<file path="src/rtl/status_flag_unit_pkg.sv">
// Shared definitions for the condition-flag producer and the condition tester.
// Contents: flag bit positions inside a {N,ZF,C,V} nibble and the 4-bit
// condition-code encodings.
package status_flag_unit_pkg;

  localparam int unsigned FLAG_W = 4;
  localparam int unsigned FLAG_N = 3;
  localparam int unsigned FLAG_Z = 2;
  localparam int unsigned FLAG_C = 1;
  localparam int unsigned FLAG_V = 0;

  // Condition codes evaluated by the condition tester against {N,ZF,C,V}.
  typedef enum logic [3:0] {
    COND_EQ = 4'h0,
    COND_NE = 4'h1,
    COND_CS = 4'h2,
    COND_CC = 4'h3,
    COND_MI = 4'h4,
    COND_PL = 4'h5,
    COND_VS = 4'h6,
    COND_VC = 4'h7,
    COND_HI = 4'h8,
    COND_LS = 4'h9,
    COND_GE = 4'hA,
    COND_LT = 4'hB,
    COND_GT = 4'hC,
    COND_LE = 4'hD,
    COND_AL = 4'hE,
    COND_NV = 4'hF
  } cond_e;

endpackage

</file>
<file path="src/rtl/status_flag_unit_flag_gen.sv">
// Combinational NZCV derivation from an ALU/shifter result.
// Ports:
//   result        ALU result
//   carry_out     ALU carry out (arithmetic ops)
//   overflow      ALU signed overflow (arithmetic ops)
//   shifter_carry shifter carry out (logical ops)
//   logical       logical op select
//   v_keep        V value preserved by logical ops
//   flags_c       generated {N,ZF,C,V}
module status_flag_unit_flag_gen
  import status_flag_unit_pkg::*;
#(
  parameter int unsigned WIDTH = 32
) (
  input  logic [WIDTH-1:0]  result,
  input  logic              carry_out,
  input  logic              overflow,
  input  logic              shifter_carry,
  input  logic              logical,
  input  logic              v_keep,
  output logic [FLAG_W-1:0] flags_c
);

  always_comb begin
    flags_c         = '0;
    flags_c[FLAG_N] = result[WIDTH-1];
    flags_c[FLAG_Z] = (result == '0);
    flags_c[FLAG_C] = logical ? shifter_carry : carry_out;
    flags_c[FLAG_V] = logical ? v_keep : overflow;
  end

endmodule

</file>
<file path="src/rtl/status_flag_unit.sv">
// Architectural status register: one-entry pending stage for S updates,
// optional bypass of the pending entry to the outputs, saved-flags copy for
// exception entry/return, and direct flag writes.
// Ports:
//   Clk, Reset                    clock, synchronous active-low reset
//   Result, CarryOut, Overflow,
//   ShifterCarry, Logical, S      flag-update request and its sources
//   FlagWrite, FlagData           direct write of {N,ZF,C,V}
//   Save, Restore                 saved-flags copy / reload (swap if both)
//   N, ZF, C, V                   visible flags (registered)
//   SavedFlags                    saved {N,ZF,C,V}
//   Pending                       pending stage holds an update
module status_flag_unit
  import status_flag_unit_pkg::*;
#(
  parameter int unsigned WIDTH  = 32,
  parameter bit          BYPASS = 1'b1
) (
  input  logic              Clk,
  input  logic              Reset,
  input  logic [WIDTH-1:0]  Result,
  input  logic              CarryOut,
  input  logic              Overflow,
  input  logic              ShifterCarry,
  input  logic              Logical,
  input  logic              S,
  input  logic              FlagWrite,
  input  logic [FLAG_W-1:0] FlagData,
  input  logic              Save,
  input  logic              Restore,
  output logic              N,
  output logic              ZF,
  output logic              C,
  output logic              V,
  output logic [FLAG_W-1:0] SavedFlags,
  output logic              Pending
);

  logic [FLAG_W-1:0] commit_q, commit_d;
  logic [FLAG_W-1:0] pend_q, pend_d;
  logic              pend_valid_q, pend_valid_d;
  logic [FLAG_W-1:0] saved_q, saved_d;
  logic [FLAG_W-1:0] vis_q, vis_d;
  logic [FLAG_W-1:0] gen_flags_c;

  // Logical ops keep the V currently seen by the condition tester.
  status_flag_unit_flag_gen #(.WIDTH(WIDTH)) u_flag_gen (
    .result        (Result),
    .carry_out     (CarryOut),
    .overflow      (Overflow),
    .shifter_carry (ShifterCarry),
    .logical       (Logical),
    .v_keep        (vis_q[FLAG_V]),
    .flags_c       (gen_flags_c)
  );

  // Next-state: Restore > FlagWrite > pending commit/capture.
  always_comb begin
    commit_d     = commit_q;
    pend_d       = pend_q;
    pend_valid_d = 1'b0;
    saved_d      = saved_q;

    if (Save) saved_d = vis_q;

    if (Restore) begin
      commit_d = saved_q;
    end else if (FlagWrite) begin
      commit_d = FlagData;
    end else begin
      if (pend_valid_q) commit_d = pend_q;
      if (S) begin
        pend_d       = gen_flags_c;
        pend_valid_d = 1'b1;
      end
    end

    // Visible flags are registered from next-state, so outputs are pure flops.
    vis_d = (BYPASS && pend_valid_d) ? pend_d : commit_d;
  end

  always_ff @(posedge Clk) begin
    if (!Reset) begin
      commit_q     <= '0;
      pend_q       <= '0;
      pend_valid_q <= 1'b0;
      saved_q      <= '0;
      vis_q        <= '0;
    end else begin
      commit_q     <= commit_d;
      pend_q       <= pend_d;
      pend_valid_q <= pend_valid_d;
      saved_q      <= saved_d;
      vis_q        <= vis_d;
    end
  end

  assign N          = vis_q[FLAG_N];
  assign ZF         = vis_q[FLAG_Z];
  assign C          = vis_q[FLAG_C];
  assign V          = vis_q[FLAG_V];
  assign SavedFlags = saved_q;
  assign Pending    = pend_valid_q;

endmodule
</file>
<file path="config.mk">
export PLATFORM = sky130hd
export DESIGN_NAME = status_flag_unit
export DESIGN_NICKNAME = d
export VERILOG_FILES = /design/src/rtl/status_flag_unit_pkg.sv /design/src/rtl/status_flag_unit_flag_gen.sv /design/src/rtl/status_flag_unit.sv
export SDC_FILE = /design/constraint.sdc
export NUM_CORES = 1
export LEC_CHECK = 0
export ABC_CLOCK_PERIOD_IN_PS = 1600
export CORE_MARGIN = 5
export CORE_UTILIZATION = 37
export DETAILED_ROUTE_END_ITERATION = 10
export PLACE_DENSITY = 0.84
export SETUP_SLACK_MARGIN = 0.2
export SLEW_MARGIN = 25
export SYNTH_ARGS = -nofsm -noshare
export SYNTH_HDL_FRONTEND = slang
export SYNTH_SLANG_ARGS = --single-unit
</file>
<file path="constraint.sdc">
create_clock -name Clk -period 1.6 [get_ports Clk]
set_input_delay 0.16 -clock Clk [delete_from_list [all_inputs] [get_ports Clk]]
set_output_delay 0.16 -clock Clk [all_outputs]
set_load 0.03 [all_outputs]
</file>
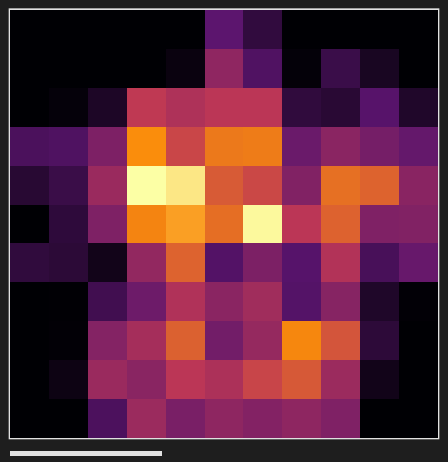
*Wire density map, run 1*
Bar = 20 um. The die is cut into 11 by 11 equal tiles; black is low, pale yellow is high, scaled to the fullest tile. Values are wire area over tile area, all layers added.
emptiest ninth of the die: top left
tiles over half the peak: 18%
densest ninth of the die: middle
fullest tile: 0.41
nearly empty tiles: 25%
GRT Util Overall: 0.156
Vias: 803
total routed wirelength: 2.39 mm
drt wl/cell: 14.0 um

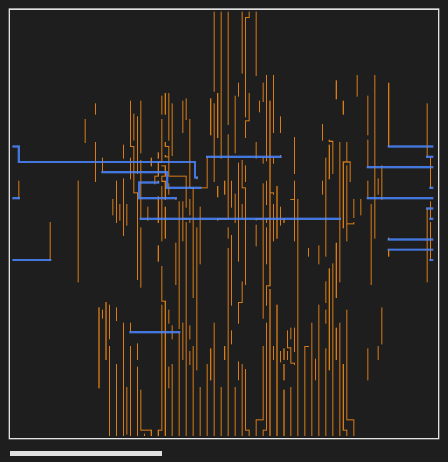
*Routed metal, one color a layer, run 1*
Bar = 20 um. Two of the layers only.
legend:
  blue:
    layer: M3
    wire_length: 137 um
  orange:
    layer: M2
    wire_length: 1340 um

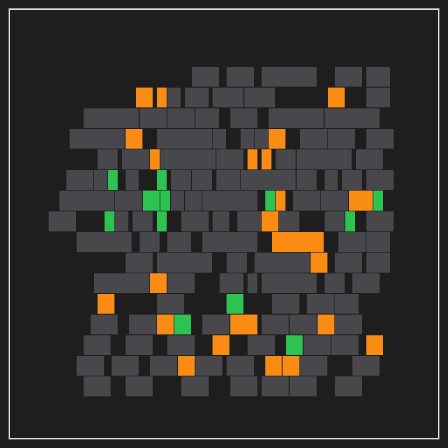
*Gate families picked out, run 1*
legend:
  orange:
    family: nor cells
    cells: 23
    most_used: nor4_1
  green:
    family: nand cells
    cells: 12
    most_used: nand2_1
non-filler cells, final: 170
logic share of the area: 0.301

==> reports/results.tsv, run 1 <==
stage	metric	value	unit
layout	nNetsFinal	190	
setup_path	worstPathMaxFanout	9	
grt	grt_max_degree	16	
setup_path	cp.required	1.77	ns
setup_path	cp-start-kind	input pin	
timing	slew_violations	0	
place	place_congestion	0.772	
setup_path	cpPeakStageDelay	0.54	ns
clock_tree	ctsHtreeMaxLevel	1	
timing	grt_setup_unrepaired	no	
setup_path	path_depth	5	
setup_path	crit_slowest_cell	clkdlybuf4s50_1	
clock_tree	cts_root_buf	clkbuf_4	
timing	fin_ws	0.361	ns
timing	worst_slew_pin_slew	0.448	ns
setup_path	end_kind	flip-flop	
clock_tree	cts_hold_buffers	0	
synth	ys_ff	17	
timing	max_freq	807	MHz
routing	m1WireLength	909	um
timing	period_needed	1.24	ns
place	dp_slack	0.0470	ns
floorplan	die-area	3180	um^2
synth	top_cell_area_share	0.427	
layout	fillCellCount	158	
pwr	pwr-share-seq	0.501	
place	dpl.hpwl	2.03	mm
setup_path	critPathKind	input pin to flip-flop	
timing	max-slew-margin-rel	0.701	
clock_tree	clock_latency	0.29	ns
setup_path	crit_chain	clkdlybuf4s50_1, nor2_1, nand2_1, o21ai_0, a21oi_1	
routing	dr.pass1.iters	4	
clock_tree	cts_tree	done	
setup_path	path_delay_family	buffers and inverters	
clock_tree	cts_setup_buffers	0	
timing	setup_viol	0	
place	dp_cells	166	
synth	yosysTopAreaCell	dfxtp_1	
setup_path	crit_arrival	1.41	ns
pwr	clkPwrFrac	0.252	
synth	synth.yosys.warnings	0	
synth	synth.top_cells.by_area	dfxtp_1 (43%), mux2i_1 (11%), nor4_1 (6.3%)	
routing	wl_met3	136	um
layout	final_area	1390	um^2
setup_path	r2r_start	Pending	
synth	top_cell	dfxtp_1	
synth	avgSynthCellArea	9.38	um^2
synth	ys_cells	85	
synth	edf_count	0	
pwr	swShare	0.246	
timing	fin_skew	0.00733	ns
floorplan	fp-utilization	0.398	
layout	diodes	0	
synth	ys_seq_share	0.427	
grt	first_global_vias	815	
grt	antenna_found_initial	0	
job	maxCapViolations	0	
run_status	outcome	finished clean	
floorplan	fp-row-count	16	
floorplan	die_h	56.4	um
pwr	ir_worst_vdd	0.711	mV
setup_path	r2r.worst_path.cells	5	
grt	grt_pass1_wl	3.85	mm
floorplan	die-width	56.4	um
routing	drt-vias-per-instance	4.72	
clock_tree	cts_sinks	17	
clock_tree	clkSlewWorstSetupHoldPaths	0.10	ns
place	dpl-instance-area	1370	um^2
timing	whs	0.489	ns
setup_path	reg2reg_slack	0.40	ns
grt	overflow	0	
routing	drt_iter0_drc	20	
job	tool_warnings	26	
routing	ant_nets	0	
pwr	p_sw	0.220	mW
pwr	combPwrFrac	0.247	
synth	synth_chip_area	797	um^2
layout	syn2layout_area_growth	74.4	%
layout	layout-drive-gt1-share	0.105	
timing	hold_viol_final	0	
synth	ff_type	dfxtp_1	
synth	async_flop_share	0	
synth	synthCells	85	
place	port_buffers	54	
setup_path	crit_start	FlagWrite	
setup_path	cp.buffers_inverters	1	
clock_tree	post_cts_resized	9	
pwr	p_per_area	643	nW/um^2
clock_tree	clockBufferDepth	2	
synth	yosysUniqueCellTypes	25	
floorplan	coreArea	2000	um^2
synth	netlist_area	797	um^2
clock_tree	cts_buffers	3	
setup_path	r2r-end	vis_q[2]	
pwr	p_leak	0.558	nW
synth	syn_nets	131	
floorplan	ios	55	
timing	setup_tns	0	ns
routing	top_layer	met3	
timing	fin_crit_sh	0.774	
routing	drc	0	
routing	met2WireLength	1.34	mm
hold_path	hold_class	flip-flop to flip-flop	
==> run 1: layout make-up <==
class | count | area (um^2) | share of cell area
Timing Repair Buffer | 59 | 567 | 0.408
Multi-Input combinational cell | 62 | 418 | 0.301
Sequential cell | 17 | 340 | 0.245
Tap cell | 27 | 33.8 | 0.0243
Clock buffer | 3 | 22.5 | 0.0162
Clock inverter | 1 | 5.00 | 0.00360
Inverter | 1 | 3.75 | 0.00270
==> run 1: layer usage <==
layer	GRT usage	vias to the layer above
li1	-	422
met1	0.183	357
met2	0.279	24
met3	0.0528	0
met4	0.0203	0
met5	0	-
==> run 1: through the flow <==
step,utilization,power (mW)
2_1_floorplan,-,0.539
3_3_place_gp,0.686,0.680
3_5_place_dp,0.686,0.686
4_1_cts,0.694,0.904
5_1_grt,0.694,0.951
6_report,0.694,0.894
==> run 1: worst reg2reg max path, stage by stage, from the launching register on <==
cell	delay, ns
dfxtp_1	0.34
buf_4	0.15
nor2b_1	0.05
a211oi_1	0.21
o31ai_1	0.13
a31o_1	0.23
==> run 1: layout by cell type, fill, tap and decap left out, drive strengths merged <==
cell type	instances
nor2	5
a21boi	2
a21oi	2
nand2b	1
clkdlybuf4s50	45
and2	1
clkbuf	3
o31ai	1
buf	5
nand4	2
nor4	8
nor3	1
dfxtp	17
dlygate4sd2	9
a211oi	1
o21ai	6
a31oi	1
nor3b	1
mux2	2
mux2i	9
clkinv	1
inv	1
nand2	9
nor2b	8
a31o	2
==> run 1: power by group through the flow <==
stage                     Combinational [mW]  Clock [mW]  Sequential [mW]
final                                  0.221       0.226            0.448
after global routing                   0.238       0.263            0.450
after CTS                              0.222       0.234            0.448
after detailed placement               0.228           0            0.458
after global placement                 0.222           0            0.457
after floorplan                       0.0642           0            0.475
==> run 1: worst min-delay path by stage <==
| stage | from | endpoint | cells past startpoint |
|---|---|---|---|
| 2_1_floorplan | Reset | Pending | 2 |
| 3_3_place_gp | pend_q[1] | pend_q[1] | 2 |
| 3_5_place_dp | pend_q[1] | pend_q[1] | 2 |
| 4_1_cts | pend_q[1] | pend_q[1] | 2 |
| 5_1_grt | pend_q[2] | pend_q[2] | 1 |
| 6_report | pend_q[1] | pend_q[1] | 2 |
==> run 1: state kept, by name (all words and copies together), names as in the netlist <==
register / count
commit_q: 4
Pending: 1
pend_q: 4
vis_q: 4
SavedFlags: 4
==> run 1: cells by family after synthesis <==
kind of cell / Yosys count / synth area share
AOI/OAI and AO/OA: 15 / 0.118
buffers and inverters: 6 / 0.0487
DFF: 17 / 0.427
muxes: 11 / 0.141
and+or+nand+nor: 36 / 0.265
==> inputs of run 2 (changes only) <==
ABC_CLOCK_PERIOD_IN_PS = 1200   (was 1600)
CORE_UTILIZATION = 34   (was 37)
PLACE_DENSITY = 0.78   (was 0.84)
clock period = 1.2 ns   (was 1.6 ns; I/O delays follow)
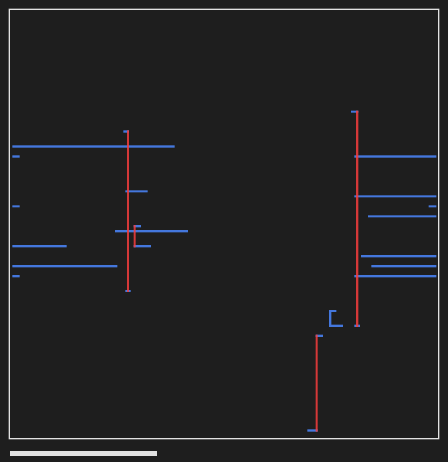
*Routed metal, one color a layer, run 2*
Bar = 20 um. Two of the layers only.
legend:
  blue:
    layer: M3
    wire_length: 129 um
  red:
    layer: M4
    wire_length: 66.6 um
Vias: 875
drt wl/cell: 15.7 um

==> run 2 against run 1 <==
  * Design area grew 6.7%
  * Setup slack lost 0.24 ns
  * Synthesized cell count is the same
  * Via count grew 9.0%
  * Clock-buffer cell count is the same
  * Largest power group unchanged
==> reports/results.tsv, run 2 <==
stage	metric	value	unit	change
synth	edf_count	0		unchanged
setup_path	crit_chain	buf_4, mux2i_1, o21ai_1, nand2b_1, a31oi_1		
place	dp_slack	-0.294	ns	-0.341 ns
run_status	outcome	finished clean		
synth	ys_cells	85		unchanged
synth	async_flop_share	0		unchanged
layout	combGateArea	468	um^2	+12%
pwr	p_per_area	808	nW/um^2	+26%
layout	layout_top_cell	dlygate4sd2_1		
layout	ff_latch_area	347	um^2	+1.8%
timing	max_freq	926	MHz	
grt	antenna_found_initial	0		unchanged
synth	synthCells	85		unchanged
clock_tree	cts_root_buf	clkbuf_4		
timing	fin_crit_sh	0.900		
timing	slew_violations	0		unchanged
job	maxCapViolations	0		unchanged
grt	grt_max_degree	13		-3
floorplan	coreArea	2230	um^2	+12%
synth	syn_nets	131		unchanged
hold_path	hold_class	input pin to flip-flop		
layout	fillCellCount	205		+30%
setup_path	crit_slowest_cell	dfxtp_4		
setup_path	cp-start-kind	flip-flop		
timing	fin_ws	0.120	ns	-0.241 ns
floorplan	ios	55		unchanged
clock_tree	cts_hold_buffers	0		unchanged
synth	netlist_area	797	um^2	unchanged
job	tool_warnings	29		+12%
synth	top_cell	dfxtp_1		
place	place_congestion	0.731		-5.3%
routing	dr.pass1.iters	4		unchanged
place	port_buffers	54		unchanged
clock_tree	cts_sinks	17		unchanged
setup_path	crit_arrival	1.25	ns	-0.16 ns
routing	drt_iter0_drc	8		-60%
setup_path	worstPathMaxFanout	6		-3
clock_tree	clockBufferDepth	2		unchanged
routing	drt-vias-per-instance	4.97		+5.3%
layout	final_cell_mix	dlygate4sd2_1 (18), dfxtp_1 (14), dlymetal6s2s_1 (14)		
hold_path	min_from	Result[20]		
synth	yosysTopAreaCell	dfxtp_1		
layout	final_area	1480	um^2	+6.7%
setup_path	cpPeakStageDelay	0.41	ns	-0.13 ns
pwr	p_leak	0.721	nW	+29%
setup_path	end_kind	flip-flop		
synth	avgSynthCellArea	9.38	um^2	unchanged
timing	setup_viol	0		unchanged
grt	grt_pass1_wl	4.17	mm	+8.4%
setup_path	r2r_start	Pending		
place	dpl-instance-area	1400	um^2	+1.8%
setup_path	cp.buffers_inverters	1		unchanged
synth	ys_ff	17		unchanged
timing	whs	0.350	ns	-0.139 ns
timing	period_needed	1.08	ns	
clock_tree	cts_tree	done		
grt	overflow	0		unchanged
layout	diodes	0		unchanged
layout	layout-drive-gt1-share	0.277		+0.172
clock_tree	cts_buffers	3		unchanged
grt	first_global_vias	947		+16%
layout	nNetsFinal	195		+2.6%
routing	drc	0		unchanged
synth	synthTopCellsByCount	dfxtp_1 (17), mux2i_1 (9), nand2_1 (8), nor4_1 (8), nor2b_1 (7)		
place	dpl.hpwl	2.16	mm	+6.0%
timing	max-slew-margin-rel	0.776		+0.0751
timing	worst_slew_pin_slew	0.335	ns	-0.112 ns
timing	hold_viol_final	0		unchanged
floorplan	fp-utilization	0.357		-0.0413
synth	synth.top_cells.by_area	dfxtp_1 (43%), mux2i_1 (11%), nor4_1 (6.3%)		
synth	ys_seq_share	0.427		unchanged
floorplan	die-width	58.4	um	+3.6%
setup_path	crit_start	Pending		
timing	grt_setup_unrepaired	yes		
synth	synth_chip_area	797	um^2	unchanged
timing	fin_skew	0.00661	ns	-0.000721 ns
synth	synth.yosys.warnings	0		unchanged
setup_path	critPathKind	flip-flop to flip-flop		
pwr	total_power	1.20	mW	+34%
clock_tree	clock_latency	0.29	ns	about the same
layout	syn2layout_area_growth	86.0	%	
floorplan	fp-row-count	17		+1
synth	ff_type	dfxtp_1		
routing	ant_nets	0		unchanged
synth	top_cell_area_share	0.427		unchanged
setup_path	cp.required	1.37	ns	-0.40 ns
setup_path	path_delay_family	flip-flops		
floorplan	die_h	58.4	um	+3.6%
clock_tree	clkSlewWorstSetupHoldPaths	0.10	ns	about the same
pwr	ir_worst_vdd	0.748	mV	+5.1%
floorplan	die-area	3410	um^2	+7.2%
setup_path	reg2reg_slack	0.12	ns	-0.28 ns
clock_tree	ctsHtreeMaxLevel	1		unchanged
synth	yosysUniqueCellTypes	25		unchanged
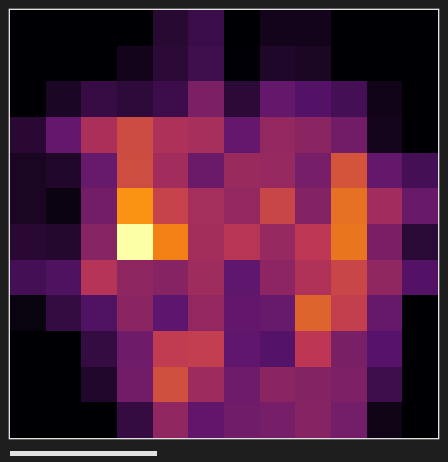
*Wire density map, run 2*
Bar = 20 um. The die is cut into 12 by 12 equal tiles; black is low, pale yellow is high, scaled to the fullest tile. Values are wire area over tile area, all layers added.
nearly empty tiles: 20%
fullest tile: 0.51
densest ninth of the die: middle
total routed wirelength: 2.76 mm
GRT Util Overall: 0.159

run 2: cell counts after synthesis:
Identical to the previous run, type by type.
run 2: cell type report:
cell class                 count  area share
tap                           28      0.0236
clock inverter                 1     0.00338
sequential                    17       0.234
multi-input combinational     62       0.316
timing repair buffer          64       0.406
clock buffer                   3      0.0152
inverter                       1     0.00253
run 2: final timing paths:
kind	to	cells past startpoint
worst max-delay path	vis_q[3]	5
worst min register to register	pend_q[3]	2
worst max register to register	vis_q[3]	5
worst min-delay path	vis_q[2]	5
run 2: timing repair:
| action | in CTS | in global routing |
|---|---|---|
| resized | 67 | 29 |
| buffers inserted | 0 | 2 |
| pin swaps | 12 | 10 |
| setup endpoints to repair | 20 | 17 |
run 2: stage by stage:
stage          instances  utilization  TNS [ns]
2_1_floorplan         85            -         0
3_3_place_gp         170        0.626     -1.99
4_1_cts              174        0.625         0
3_5_place_dp         170        0.626     -2.89
6_report             176        0.664         0
5_1_grt              176        0.664         0
run 2: routing by layer:
| layer | up-vias | track usage | share of wire |
|---|---|---|---|
| met4 | 0 | 0.0695 | 0.024 |
| li1 | 432 | - | - |
| met3 | 8 | 0.0373 | 0.046 |
| met2 | 28 | 0.285 | 0.55 |
| met1 | 407 | 0.177 | 0.38 |
| met5 | - | 0 | 0 |
run 2: logic make-up (layout without fill, tap and decap cells):
| logic type | count (synthesis) | in the layout | share of synthesized area |
|---|---|---|---|
| AND/OR/NAND/NOR | 36 | 36 | 0.265 |
| flip-flops | 17 | 17 | 0.427 |
| AND-OR/OR-AND | 15 | 15 | 0.118 |
| multiplexers | 11 | 11 | 0.141 |
| buffers and inverters | 6 | 69 | 0.0487 |
run 2: report_power, final:
| part | total [mW] | switching (mW) | internal (mW) |
|---|---|---|---|
| combinational | 0.299 | 0.122 | 0.176 |
| clock | 0.301 | 0.177 | 0.124 |
| sequential | 0.599 | 0.0139 | 0.586 |
run 2: worst register-to-register path, cell delays in order, from the launching register on:
cell      delay, ns
dfxtp_4        0.41
buf_4          0.13
mux2i_1        0.18
o21ai_1        0.08
nand2b_1       0.09
a31oi_1        0.08
Power and IR drop assume default switching activity.
